==> config.mk <==
export PLATFORM = sky130hd
export DESIGN_NAME = multicycle_control
export DESIGN_NICKNAME = d
export VERILOG_FILES = /design/src/rtl/multicycle_control.sv
export SDC_FILE = /design/constraint.sdc
export NUM_CORES = 1
export LEC_CHECK = 0
export CORE_UTILIZATION = 55
export DETAILED_ROUTE_END_ITERATION = 16
export DONT_BUFFER_PORTS = 1
export PLACE_DENSITY = 0.7
export SETUP_SLACK_MARGIN = 0.3
export SYNTH_ARGS = -nofsm -noshare
export SYNTH_HDL_FRONTEND = slang
export SYNTH_SLANG_ARGS = --single-unit
==> constraint.sdc <==
create_clock -name clk -period 2.8 [get_ports clk]
set_input_delay 0.28 -clock clk [delete_from_list [all_inputs] [get_ports clk]]
set_output_delay 0.28 -clock clk [all_outputs]
set_load 0.1 [all_outputs]
**Run 1: a small window of the routed layout**

The bar under the picture is 10 um long. Region (12, 2) to (37, 27) um. Cells in grey, sequential cells in the stronger grey; small squares are vias.
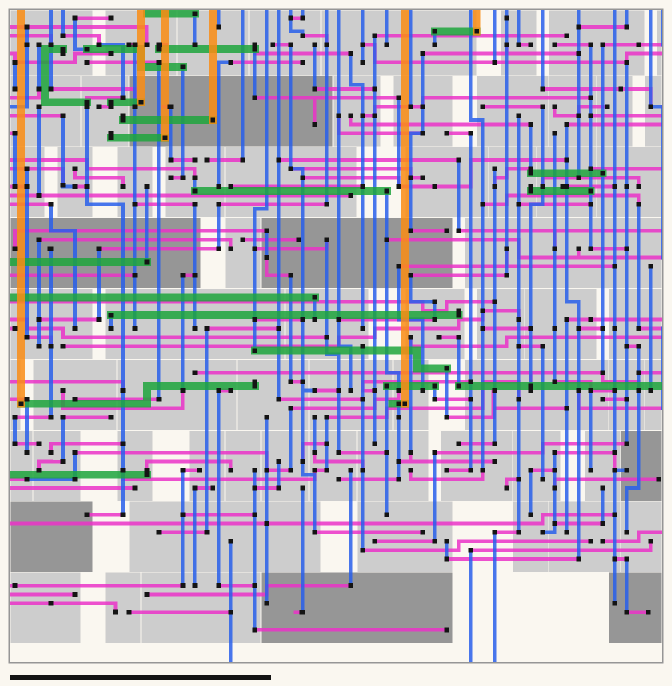
green -> metal 3
magenta -> metal 1
blue -> metal 2
orange -> metal 4
cells with their middle in the window = 59
sequential cells in the window = 4
most frequent = nor2_1 (5), nand2_1 (5)

**Run 1: routed clock nets over the placement**

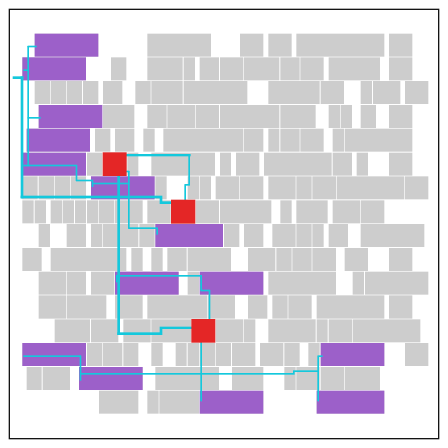
cyan -> clock wires  # length 191 um
purple -> flip-flops  # count 14
red -> clock drivers  # count 3
routed clock nets = 4
flops lie = all over the die
power attributed to the clock group: 116 uW
insertion delay at the late pin of the worst-skew pair: 290 ps
Clock Power Share: 22.8%
Setup Skew: 12.3 ps

**Run 1: wiring heat map**

The die is cut into 10 by 10 equal tiles; black is low, pale yellow is high, scaled to the fullest tile. Values are wire area over tile area, all layers added.
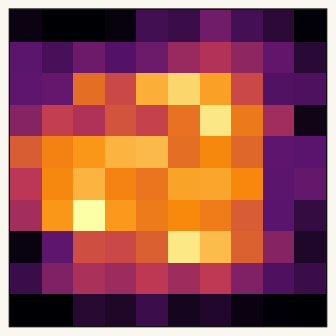
fullest tile = 0.58
nearly empty tiles = 7.0%
tiles over half the peak = 42%
densest ninth of the die = centre
GRT Resource Usage Total: 32.4%
DR vias: 1353
average wire length per cell after detail routing: 17.2 um
total routed wirelength: 3520 um

==> flow_summary_export.csv, run 1 <==
group,metric,value,unit
sta,timing.final.crit_share,83.6,%
global_route,grt.overflow.total,0,
outcome,result_of_the_run,"completed",
clock_network,cts-buffers-inserted,3,
drt,met3RoutedLength,234,um
final_layout,diodes,0,
sta,slew_violations,0,
clock_network,tritoncts,"done",
floorplan,die_y,48.9,um
run,warnings,29,
synthesis,synth.yosys.seq_area_share,23.2,%
power,internal_power,311,uW
synthesis,synth.cellmix.adderShare,2.07,%
final_layout,area_growth_syn_to_layout,38.5,%
final_layout,layout.area.seq,283,um2
final_layout,layout_top_cell,"buf_4",
clock_network,cts_setup_buffers,0,
global_route,global_route.usage.met2,50.5,%
place,place_ws,756,ps
global_route,via_count_of_the_first_global_routing_pass,1281,
power,pwr.group.sequential,217,uW
drt,drt-initial-drc-count,45,
final_layout,layout.buffer.nonclock.area_share,15.4,%
critical_path,required,2520,ps
power,total_power,508,uW
drt,metal2_wl,1720,um
synthesis,yosys_area,1210,um2
min_path,timing.hold.worst.class,"input pin to flop",
final_layout,multi_input_comb_cells,129,
synthesis,synth.ff_latch_count,14,
final_layout,post_route_cells_drive_above_1_share,36.0,%
power,total_leakage_power,0.575,nW
global_route,grt_start_max_net_pins,29,
floorplan,num_rows,16,
final_layout,design_area,1670,um2
power,switching_share,38.9,%
drt,wl_met1,1450,um
final_layout,area.share.combinational,63.0,%
final_layout,flop_share_of_the_area,16.9,%
critical_path,cpLargestDelayFamily,"simple AND/OR/NAND/NOR gates",
critical_path,buffering_stage_count_on_the_worst_path_with_inverters_included,1,
synthesis,area_leaders,"dfxtp_1, nor2_1, nand2_1, nor3_1, o21ai_0",
synthesis,synth.area.mux_share,1.76,%
sta,finalSetupViolCount,0,
place,gp_congestion,0.883,
final_layout,largest_register_ffs,6,
clock_network,hold_buffers,0,
synthesis,logic_family,"simple AND/OR/NAND/NOR gates",
final_layout,post-route-util,82.8,%
synthesis,ys_sh_simple,38.0,%
power,comb_power_share,34.5,%
synthesis,yosysUniqueCellTypes,50,
synthesis,floorplan.nets,174,
final_layout,logic_area,1050,um2
sta,timing.final.crit_period,2340,ps
clock_network,clock-root-buffer,"clkbuf_4",
final_layout,finalNetCount,191,
clock_network,cts.path.max_buffers,2,
synthesis,netlist_top_cells_count,"nor2_1, nand2_1, dfxtp_1",
synthesis,yosys_most_used_dff,"dfxtp_1",
synthesis,yosys_warnings,0,
synthesis,yosys-stat-cells,163,
synthesis,synth_top_cell_by_area,"dfxtp_1",
drt,dr.pass1.iters,5,
clock_network,htree_depth,1,
synthesis,synthesis.area,1210,um2
drt,antenna_violating_nets_post_route,0,
final_layout,layout.sequential_cells,14,
power,top_power_group,"registers",
sta,timing.final.ws_setup,458,ps
min_path,hold-path-cell-count,1,
synthesis,synthesis.instances,163,
final_layout,layout.filler_cells,114,
power,comb_power,175,uW
drt,vias_per_cell,6.60,
synthesis,synth_area_per_cell,7.42,um2
power,power.share.sequential,42.8,%
floorplan,chipArea,2390,um2
final_layout,nNonClkBuffers,26,
final_layout,non_clock_inverter_count,6,
floorplan,io-pin-count,32,
critical_path,kind_of_launch_point_of_the_worst_setup_path,"flop",
sta,tightestPinTransition,1030,ps
floorplan,core_util_floorplan,59.8,%
place,placed_cell_area,1650,um2
power,switching_power,198,uW
critical_path,reg2reg_slack,930,ps
final_layout,largest_class,"combinational gates",
synthesis,post_synthesis_async_set_or_reset_flop_share,0,%
final_layout,nClkBuffers,3,
floorplan,die-width,48.9,um
drt,highest_layer,"met4",
floorplan,design.core.area,2020,um2
synthesis,yosys.cell_count.top_type,"nor2_1",
global_route,grtUsageMet3,7.79,%
sta,report.final.hold_viol_count,0,
global_route,number_of_antenna_violations_at_the_first_check_in_global_routing,0,
final_layout,layout_top_cells,"buf_4, nand2_1, nor2_1",
synthesis,netlist.area_leader.share,23.2,%
clock_network,cts_repair_resize_count,0,
power,power_density_cells,304,nW/um2
critical_path,r2r_cell_count,4,
sta,achievable-frequency,427,MHz
critical_path,critPathMaxStageDelay,540,ps
synthesis,synthAoiAreaFrac,22.5,%
==> run 1 -> run 2 <==
PLACE_DENSITY = 0.73   (was 0.7)
clock period = 1.9 ns   (was 2.8 ns; I/O delays follow)
==> run 2 against run 1 <==
Against the previous run:
- the run now fails in clock tree synthesis (4_1_cts)
- synthesized cell count is the same
- area after synthesis is the same
==> flow_summary_export.csv, run 2 <==
group,metric,value,unit
outcome,result_of_the_run,"stopped before the end",
outcome,lastStage,"clock tree synthesis (4_1_cts)",
outcome,stop_error,"[ERROR DPL-0038] Utilization greater than 100%, impossible to legalize",
clock_network,hold_buffers,1,
clock_network,cts_repair_resize_count,85,
synthesis,synth.cellmix.adderShare,2.07,%
synthesis,post_synthesis_async_set_or_reset_flop_share,0,%
synthesis,synth_area_per_cell,7.42,um2
synthesis,synth.yosys.seq_area_share,23.2,%
floorplan,io-pin-count,32,
synthesis,synth_top_cell_by_area,"dfxtp_1",
synthesis,synthesis.area,1210,um2
clock_network,htree_depth,1,
clock_network,cts.path.max_buffers,2,
floorplan,die-width,48.9,um
synthesis,yosys.cell_count.top_type,"nor2_1",
place,place_ws,168,ps
place,numPlacedInstances,209,
floorplan,die_y,48.9,um
floorplan,core_util_floorplan,59.8,%
clock_network,clock-root-buffer,"clkbuf_4",
synthesis,area_leaders,"dfxtp_1, nor2_1, nand2_1, nor3_1, o21ai_0",
synthesis,enable_flop_cells,0,
clock_network,cts_sinks,14,
place,buffer_ports.inserted,0,
clock_network,cts-buffers-inserted,3,
synthesis,synth.ff_latch_count,14,
synthesis,synth.area.mux_share,1.76,%
synthesis,synthAoiAreaFrac,22.5,%
synthesis,floorplan.nets,174,
synthesis,yosys-stat-cells,163,
place,dpl.hpwl,3210,um
synthesis,ys_sh_simple,38.0,%
synthesis,yosysUniqueCellTypes,50,
floorplan,num_rows,16,
synthesis,synthesis.instances,163,
synthesis,yosys_area,1210,um2
clock_network,cts_setup_buffers,23,
synthesis,logic_family,"simple AND/OR/NAND/NOR gates",
synthesis,yosys_warnings,0,
synthesis,yosys.area_share.xor_xnor,4.35,%
place,gp_congestion,0.886,
synthesis,yosys_most_used_dff,"dfxtp_1",
synthesis,netlist_top_cells_count,"nor2_1, nand2_1, dfxtp_1",
synthesis,netlist.area_leader.share,23.2,%
place,placed_cell_area,1930,um2
Power is estimated from default activity; no workload was simulated.
